### src/rtl/axis_pkg.sv
// Shared AXI4-Stream definitions: default data width, a data type of that
// width and the register-slice occupancy states.
package axis_pkg;

    localparam int AXIS_DATA_WIDTH = 32;

    typedef logic [AXIS_DATA_WIDTH-1:0] axis_data_t;

    typedef enum logic [1:0] {
        EMPTY = 2'd0,
        ONE   = 2'd1,
        FULL  = 2'd2
    } axis_reg_state_e;

endpackage

### src/rtl/axis_reg_slice.sv
// Full AXI4-Stream register slice: a main register drives the downstream
// port and a skid register catches the one beat that can arrive in the
// cycle the registered upstream ready is still high after a stall.
//
// state | meaning
// EMPTY | nothing stored, m_valid=0, s_ready=1
// ONE   | main register holds a beat, m_valid=1, s_ready=1
// FULL  | main and skid hold beats, m_valid=1, s_ready=0
//
// tvalid and tready are registered copies of the decoded next state, so no
// input reaches an output combinationally. The ready register is cleared by
// reset separately from the state so that upstream sees ready low during
// reset and high only from the cycle after the first released edge.
module axis_reg_slice
    import axis_pkg::*;
#(
    parameter int DATA_WIDTH = AXIS_DATA_WIDTH
) (
    input  logic                  clk_i,
    input  logic                  arstn_i,
    input  logic [DATA_WIDTH-1:0] s_axis_tdata_i,
    input  logic                  s_axis_tvalid_i,
    output logic                  s_axis_tready_o,
    output logic [DATA_WIDTH-1:0] m_axis_tdata_o,
    output logic                  m_axis_tvalid_o,
    input  logic                  m_axis_tready_i
);

    axis_reg_state_e       state_q, state_d;
    logic [DATA_WIDTH-1:0] main_q, main_d;
    logic [DATA_WIDTH-1:0] skid_q, skid_d;
    logic                  vld_q, vld_d;
    logic                  rdy_q, rdy_d;
    logic                  s_in;
    logic                  m_out;

    assign s_in  = s_axis_tvalid_i & rdy_q;
    assign m_out = vld_q & m_axis_tready_i;

    // Next occupancy state and data register updates from the two handshakes.
    always_comb begin
        state_d = state_q;
        main_d  = main_q;
        skid_d  = skid_q;
        case (state_q)
            EMPTY: begin
                if (s_in) begin
                    state_d = ONE;
                    main_d  = s_axis_tdata_i;
                end
            end
            ONE: begin
                if (s_in && m_out) begin
                    main_d = s_axis_tdata_i;
                end else if (s_in) begin
                    state_d = FULL;
                    skid_d  = s_axis_tdata_i;
                end else if (m_out) begin
                    state_d = EMPTY;
                end
            end
            FULL: begin
                if (m_out) begin
                    state_d = ONE;
                    main_d  = skid_q;
                end
            end
            default: begin
                state_d = EMPTY;
            end
        endcase
    end

    // Handshake outputs for the coming cycle, decoded from the next state.
    always_comb begin
        vld_d = (state_d != EMPTY);
        rdy_d = (state_d != FULL);
    end

    // State, data and handshake registers with synchronous active-low reset.
    always_ff @(posedge clk_i) begin
        if (!arstn_i) begin
            state_q <= EMPTY;
            main_q  <= '0;
            skid_q  <= '0;
            vld_q   <= 1'b0;
            rdy_q   <= 1'b0;
        end else begin
            state_q <= state_d;
            main_q  <= main_d;
            skid_q  <= skid_d;
            vld_q   <= vld_d;
            rdy_q   <= rdy_d;
        end
    end

    assign s_axis_tready_o = rdy_q;
    assign m_axis_tvalid_o = vld_q;
    assign m_axis_tdata_o  = main_q;

endmodule

### config.mk
export PLATFORM = sky130hd
export DESIGN_NAME = axis_reg_slice
export DESIGN_NICKNAME = d
export VERILOG_FILES = /design/src/rtl/axis_pkg.sv /design/src/rtl/axis_reg_slice.sv
export SDC_FILE = /design/constraint.sdc
export NUM_CORES = 1
export LEC_CHECK = 0
export CORE_ASPECT_RATIO = 1.2
export CORE_UTILIZATION = 55
export CTS_CLUSTER_SIZE = 12
export DETAILED_ROUTE_END_ITERATION = 8
export GPL_TIMING_DRIVEN = 0
export PLACE_DENSITY = 0.85
export RECOVER_POWER = 50
export SLEW_MARGIN = 20
export SYNTH_ARGS = -nofsm -noshare
export SYNTH_HDL_FRONTEND = slang
export SYNTH_SLANG_ARGS = --single-unit
### constraint.sdc
create_clock -name clk_i -period 2.7 [get_ports clk_i]
set_input_delay 0.54 -clock clk_i [delete_from_list [all_inputs] [get_ports clk_i]]
set_output_delay 0.54 -clock clk_i [all_outputs]
set_load 0.01 [all_outputs]
==> images/met4.png <==
Drawn at 4 px/um. Cells faint in the background.
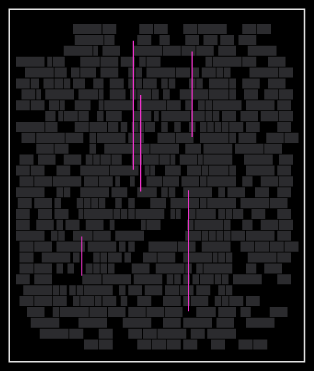
The longest straight run is 32.0 um. The wires run mostly vertical. The layer holds 1.4% of the routed length. The layer carries 116 um of wire.
vias post-DR: 2853
total detailed-routing wirelength: 8380 um

==> images/zoom.png <==
Region (45, 12) to (65, 32) um. Cells in gray, sequential cells in the stronger gray; small squares are vias.
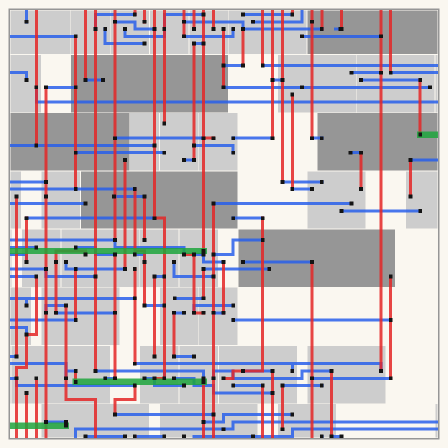
Key: red = met2; green = met3; blue = met1
Netlist names of flops here include skid_q (4), m_axis_tdata_o (2). Sequential cells in the window: 6. Most frequent: dfxtp_1 (6), o21ai_0 (5), mux2i_1 (5). 34 logic cells have their middle in the window.

==> images/final_congestion.png <==
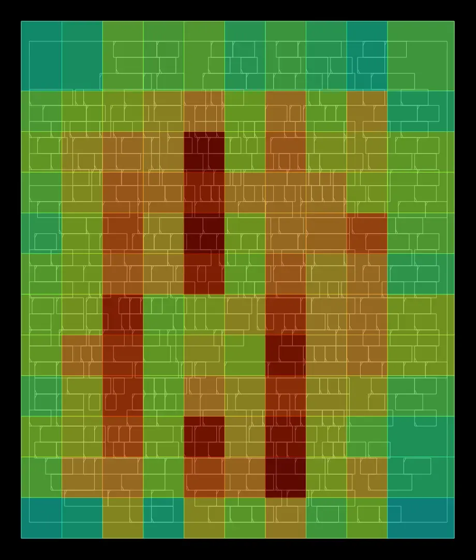
met1 track demand over resource in global routing: 0.349
All-Layer GR Usage: 0.273

==> images/metal_stack.png <==
Drawn at 4 px/um.
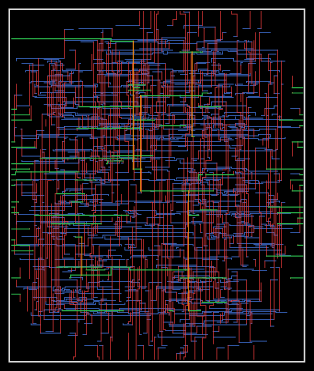
Key: orange = met4 [wire length 116 um]; blue = met1 [wire length 3700 um]; red = met2 [wire length 4100 um]; green = met3 [wire length 465 um]
average detailed-routed wire length per instance: 17.3 um

==> images/clock_map.png <==
Drawn at 3 px/um.
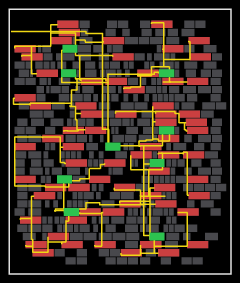
Key: red = flip-flops [count 68]; yellow = clock wires [length 865 um]; green = cells driving clock nets [count 9]
Position of the flops: widely spread.
Worst-Skew Late Latency: 0.34 ns
clk pwr: 731 uW
share of total power in the clock network: 0.311
worst clock skew: 0.00412 ns

==> impl_report.txt <==
PHYSICAL IMPLEMENTATION REPORT
----------------------------------------------------
[Run status]
  Run status ........................ complete, no violations

[GRT]
  GRT Residual Overflow ........................ 0

[Floorplanning]
  Die outline height ........................ around 88 um
  I/O Pins ........................ about 70
  Area of the die ........................ about 6400 um2
  Area of the core ........................ 5780 um2
  Floorplan-stage core utilization ........................ 0.583

[Final timing]
  Final tally of hold violations ........................ 0
  Final critical-path setup slack ........................ 0.444 ns
  Final critical delay including setup and external delays ........................ 2.26 ns
  Fmax ........................ around 440 MHz
  Final period util ........................ 0.835
  Setup repair after global routing missed its margin ........................ false

[Synth]
  Post-synthesis cell count ........................ ~320
  Number of synthesis warnings ........................ 0
  Post-synth tally of flip-flops with integrated enable ........................ 0

[Clock network]
  Number of resized instances in the post-cts repair step ........................ 0
  CTS tree ........................ built
  Post-CTS setup buffer count ........................ 0
  Root buffer cell ........................ sky130_fd_sc_hd__clkbuf_8

[Layout]
  MI comb cells ........................ around 210
  Combinational gate area ........................ 1690 um2
  Fraction of area in registers ........................ 0.319
  Layout overhead on the synthesized area ........................ 26.9%
  Portion of the layout cell area used by clock cells ........................ 0.0381
  Seq Cell Count ........................ about 68
  Clock Buffer Count ........................ 14

[Min path]
  Type of the worst min-delay path ........................ reg2reg

[Critical path]
  Worst Setup End Kind ........................ flip-flop
  CP max stage delay ........................ between 0.6 and 0.7 ns

----------------------------------------------------
-- final timing paths --
kind / startpoint / endpoint / slack [ns] / cells past startpoint
max: m_axis_tready_i / m_axis_tdata_o[5]$_SDFFE_PN0P_ / 0.44 / 5
min: skid_q[10]$_SDFFE_PN0P_ / skid_q[10]$_SDFFE_PN0P_ / 0.47 / 2
max reg2reg: state_q[0]$_SDFF_PN0_ / m_axis_tdata_o[5]$_SDFFE_PN0P_ / 0.79 / 4
min reg2reg: skid_q[10]$_SDFFE_PN0P_ / skid_q[10]$_SDFFE_PN0P_ / 0.47 / 2
-- cells by family (layout without fill, tap and decap cells) --
kind of cell           count (synthesis)  in the layout
buffers and inverters                 39            124
AOI/OAI and AO/OA                    135            135
and+or+nand+nor                       44             44
muxes                                 32             32
DFF                                   68             68
-- critical path, delay by kind of cell --
family	cells	cell delay, ns
AND-OR/OR-AND	3	1.15
buffers and inverters	2	0.82
-- registers in the layout, indices dropped and copies added (netlist names) --
signal           count
m_axis_tdata_o      32
skid_q              32
state_q              2
m_axis_tvalid_o      1
s_axis_tready_o      1
-- metrics by stage --
step | std cells | instance area (um2) | power [uW]
4_1_cts | 483 | 4320 | 2370
6_report | 483 | 4270 | 2350
3_5_place_dp | 467 | 4160 | 1660
2_1_floorplan | 318 | 3370 | 1440
3_3_place_gp | 467 | 4160 | 1650
5_1_grt | 483 | 4270 | 2430
-- per-layer routing --
layer	share of wire	routed length (um)	vias up
li1	-	-	1365
met1	0.44	3700	1375
met2	0.49	4100	100
met3	0.055	465	13
met4	0.014	116	0
met5	0	0	-
-- report_power, final --
part	switching (uW)	internal (uW)	leakage (uW)
Combinational	260	258	0.00102
Clock	374	357	0.0000844
Sequential	40.0	1060	0.000555
Total	674	1680	0.00166
Power and IR drop assume default switching activity.
